==> config.mk <==
export PLATFORM = sky130hd
export DESIGN_NAME = pattern_detect_ctrl
export DESIGN_NICKNAME = d
export VERILOG_FILES = /design/src/rtl/pattern_detect_ctrl.sv
export SDC_FILE = /design/constraint.sdc
export NUM_CORES = 1
export LEC_CHECK = 0
export ABC_AREA = 0
export CELL_PAD_IN_SITES_DETAIL_PLACEMENT = 1
export CELL_PAD_IN_SITES_GLOBAL_PLACEMENT = 1
export CORE_MARGIN = 3
export CORE_UTILIZATION = 44
export CTS_CLUSTER_SIZE = 12
export DETAILED_ROUTE_END_ITERATION = 12
export PLACE_DENSITY = 0.83
export SETUP_SLACK_MARGIN = 0.3
export SLEW_MARGIN = 20
export SYNTH_ARGS = -nofsm -noshare
export SYNTH_HDL_FRONTEND = slang
export SYNTH_SLANG_ARGS = --single-unit
==> constraint.sdc <==
create_clock -name clk -period 6.8 [get_ports clk]
set_input_delay 1.02 -clock clk [delete_from_list [all_inputs] [get_ports clk]]
set_output_delay 1.02 -clock clk [all_outputs]
set_load 0.02 [all_outputs]
==> src/rtl/pattern_detect_ctrl.sv <==
// Programmable serial pattern detector with match counting and target stop.
// Optional idle-bit timeout is built when PDC_TIMEOUT_EN is defined.
module pattern_detect_ctrl #(
  parameter int MAX_LEN = 8,
  parameter int CNT_W   = 8,
  parameter int TMO_W   = 10,
  localparam int LEN_W  = $clog2(MAX_LEN + 1)
) (
  input  logic               clk,
  input  logic               rst,
  input  logic               cfg_we,
  input  logic [MAX_LEN-1:0] cfg_pattern,
  input  logic [LEN_W-1:0]   cfg_len,
  input  logic               cfg_overlap,
  input  logic [CNT_W-1:0]   cfg_target,
  output logic               cfg_err,
  input  logic               start,
  input  logic               abort,
  input  logic               din_valid,
  input  logic               din,
  output logic               din_ready,
  output logic               match,
  output logic [CNT_W-1:0]   match_cnt,
  output logic               busy,
  output logic               done,
  output logic               timeout
);

  typedef enum logic [1:0] {
    IDLE = 2'b00,
    RUN  = 2'b01,
    DONE = 2'b10
  } state_t;

  state_t state, state_n;

  logic [MAX_LEN-1:0] pat_r;
  logic [LEN_W-1:0]   len_r;
  logic               ovl_r;
  logic [CNT_W-1:0]   tgt_r;

  logic [MAX_LEN-1:0] hist, hist_n;
  logic [LEN_W-1:0]   hcnt, hcnt_n;
  logic [CNT_W-1:0]   mcnt_n;
  logic               match_n;
  logic               done_n;
  logic               cfg_err_n;

  logic [MAX_LEN-1:0] nh;
  logic [MAX_LEN-1:0] mask;
  logic [LEN_W:0]     hcnt_p1;
  logic [CNT_W:0]     mcnt_p1;
  logic               acc;
  logic               hit;
  logic               last;
  logic               idle_or_done;
  logic               len_ok;
  logic               cfg_ok;

  assign busy      = (state == RUN);
  assign din_ready = busy;

  assign idle_or_done = (state == IDLE) || (state == DONE);
  assign len_ok = (cfg_len != '0) &&
                  (cfg_len <= LEN_W'(MAX_LEN));
  assign cfg_ok = cfg_we && idle_or_done && len_ok;

  always_comb begin
    mask = '0;
    for (int i = 0; i < MAX_LEN; i++)
      mask[i] = (i < int'(len_r));
  end

  assign acc     = din_valid && busy;
  assign nh      = {hist[MAX_LEN-2:0], din};
  assign hcnt_p1 = {1'b0, hcnt} + 1'b1;
  assign hit     = acc &&
                   (hcnt_p1 >= {1'b0, len_r}) &&
                   ((nh & mask) == (pat_r & mask));
  assign mcnt_p1 = {1'b0, match_cnt} + 1'b1;
  assign last    = hit && (tgt_r != '0) &&
                   (mcnt_p1 == {1'b0, tgt_r});

`ifdef PDC_TIMEOUT_EN
  logic [TMO_W-1:0] tmo_cnt, tmo_cnt_n;
  logic             tmo_n;
`endif

  always_comb begin
    state_n   = state;
    hist_n    = hist;
    hcnt_n    = hcnt;
    mcnt_n    = match_cnt;
    match_n   = 1'b0;
    done_n    = done;
    cfg_err_n = cfg_we && !cfg_ok;
`ifdef PDC_TIMEOUT_EN
    tmo_cnt_n = tmo_cnt;
    tmo_n     = timeout;
`endif
    case (state)
      IDLE, DONE: begin
        if (start) begin
          state_n = RUN;
          hist_n  = '0;
          hcnt_n  = '0;
          mcnt_n  = '0;
          done_n  = 1'b0;
`ifdef PDC_TIMEOUT_EN
          tmo_cnt_n = '0;
          tmo_n     = 1'b0;
`endif
        end
      end
      RUN: begin
        if (abort) begin
          state_n = IDLE;
        end else if (acc) begin
          hist_n = nh;
          // Non-overlap restarts the fill count so no bit is reused
          if (hit && !ovl_r)
            hcnt_n = '0;
          else if (hcnt_p1 > (LEN_W+1)'(MAX_LEN))
            hcnt_n = LEN_W'(MAX_LEN);
          else
            hcnt_n = hcnt_p1[LEN_W-1:0];
          if (hit) begin
            match_n = 1'b1;
            if (!mcnt_p1[CNT_W])
              mcnt_n = mcnt_p1[CNT_W-1:0];
          end
          if (last) begin
            state_n = DONE;
            done_n  = 1'b1;
          end
`ifdef PDC_TIMEOUT_EN
          if (hit) begin
            tmo_cnt_n = '0;
          end else begin
            tmo_cnt_n = tmo_cnt + 1'b1;
            if (&tmo_cnt_n) begin
              state_n = DONE;
              done_n  = 1'b1;
              tmo_n   = 1'b1;
            end
          end
`endif
        end
      end
      default: state_n = IDLE;
    endcase
  end

  always_ff @(posedge clk or posedge rst) begin
    if (rst) begin
      state     <= IDLE;
      hist      <= '0;
      hcnt      <= '0;
      match_cnt <= '0;
      match     <= 1'b0;
      done      <= 1'b0;
      cfg_err   <= 1'b0;
    end else begin
      state     <= state_n;
      hist      <= hist_n;
      hcnt      <= hcnt_n;
      match_cnt <= mcnt_n;
      match     <= match_n;
      done      <= done_n;
      cfg_err   <= cfg_err_n;
    end
  end

  always_ff @(posedge clk or posedge rst) begin
    if (rst) begin
      pat_r <= '0;
      len_r <= LEN_W'(MAX_LEN);
      ovl_r <= 1'b0;
      tgt_r <= '0;
    end else if (cfg_ok) begin
      pat_r <= cfg_pattern;
      len_r <= cfg_len;
      ovl_r <= cfg_overlap;
      tgt_r <= cfg_target;
    end
  end

`ifdef PDC_TIMEOUT_EN
  always_ff @(posedge clk or posedge rst) begin
    if (rst) begin
      tmo_cnt <= '0;
      timeout <= 1'b0;
    end else begin
      tmo_cnt <= tmo_cnt_n;
      timeout <= tmo_n;
    end
  end
`else
  assign timeout = 1'b0;
`endif

endmodule

==> images/congestion_map.png <==
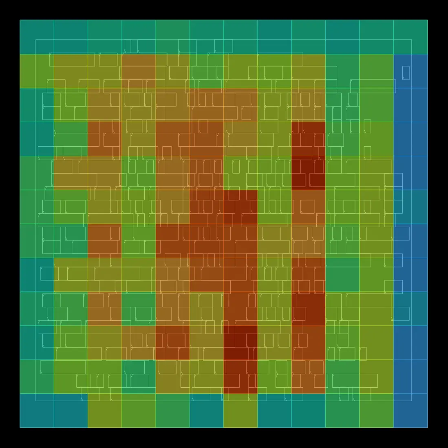
met2 Use GR: 35.0%
layer carrying the most global-route usage: met2
GRT Overall Usage: 20.8%

==> images/m1.png <==
The bar under the picture is 20 um long. Cells faint in the background.
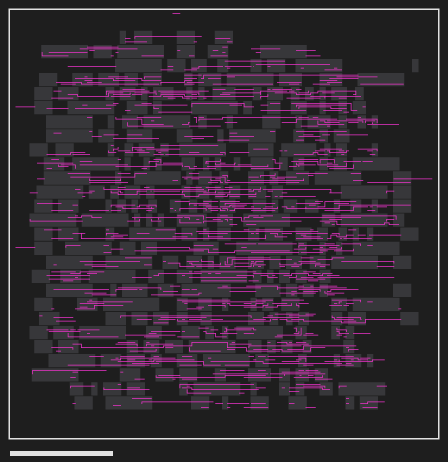
nets with wire on the layer	299
main direction	horizontal
longest straight run	35.7 um
share of all routed wire	44%

==> images/route_heat.png <==
17 x 17 tiles, from white (low) to dark blue (high), scaled to the fullest tile. Values are wire area over tile area, all layers added.
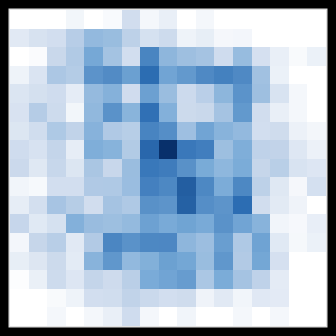
fullest tile	0.55
densest ninth of the die	middle
tiles over half the peak	19%
total vias in the final route: 2193
Total Wirelength: 6.80 mm
wire length per cell: 18.3 um

==> images/layers.png <==
The bar under the picture is 20 um long. Two of the layers only.
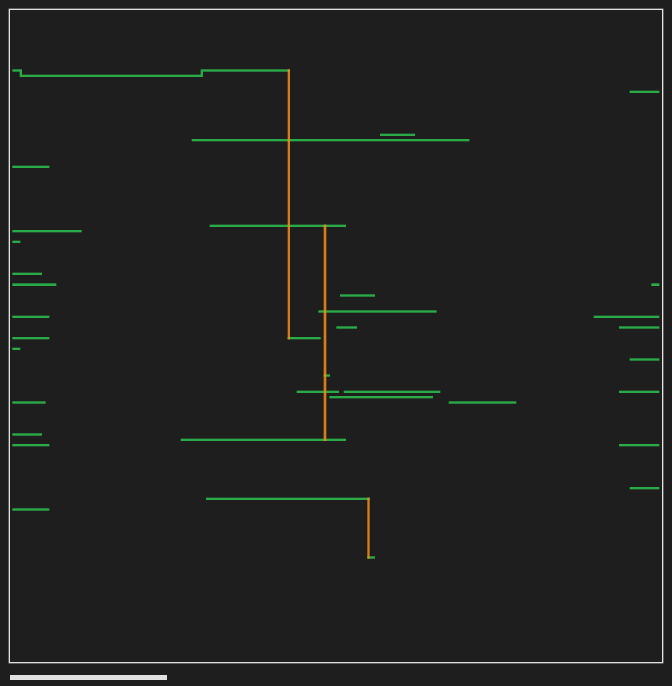
layer	colour	wire length
M4	orange	68.7 um
M3	green	279 um

==> out/qor.csv <==
stage,metric,value,unit
outcome,status,finished clean,
critical_path,crit_buf_inv,2,
power,top_power_group,sequential cells,
layout,buf_share,13.6,%
layout,lay_top_count,dfrtp_1,
synthesis,ys_sh_aoi,12.9,%
cts,cts_resized,0,
sta,tightest_slew,1040,ps
power,pwr-share-clk,27.6,%
critical_path,critPathTopFamily,buffers and inverters,
sta,finClkSkew,6.71,ps
synthesis,synthCells,266,
sta,max_slew_margin,30.7,%
routing,drt_iter0_drc,201,
layout,regArea,1130,um^2
layout,diodes,0,
layout,nMultiInputCombCells,195,
layout,seqAreaFraction,35.6,%
layout,reg.largest.list,"match_cnt: 8 flops, pat_r: 8 flops, tgt_r: 8 flops",
layout,combAreaFraction,42.7,%
[routing by layer]
| layer | share of wire (%) | up-vias | global-route usage (%) |
|---|---|---|---|
| li1 | - | 1027 | - |
| met1 | 44 | 1111 | 28.1 |
| met2 | 50 | 48 | 35.0 |
| met3 | 4.1 | 7 | 3.77 |
| met4 | 1.0 | 0 | 4.61 |
| met5 | 0 | - | 0 |
[metrics by stage]
step | total power (uW) | area (um^2) | util, %
6_report | 868 | 3160 | 56.4
5_1_grt | 919 | 3160 | 56.4
4_1_cts | 875 | 3160 | 56.4
3_5_place_dp | 631 | 3030 | 54.0
3_3_place_gp | 614 | 3030 | 54.0
2_1_floorplan | 538 | 2600 | -
Power figures rest on the tool's default switching activity, not on a simulated workload.
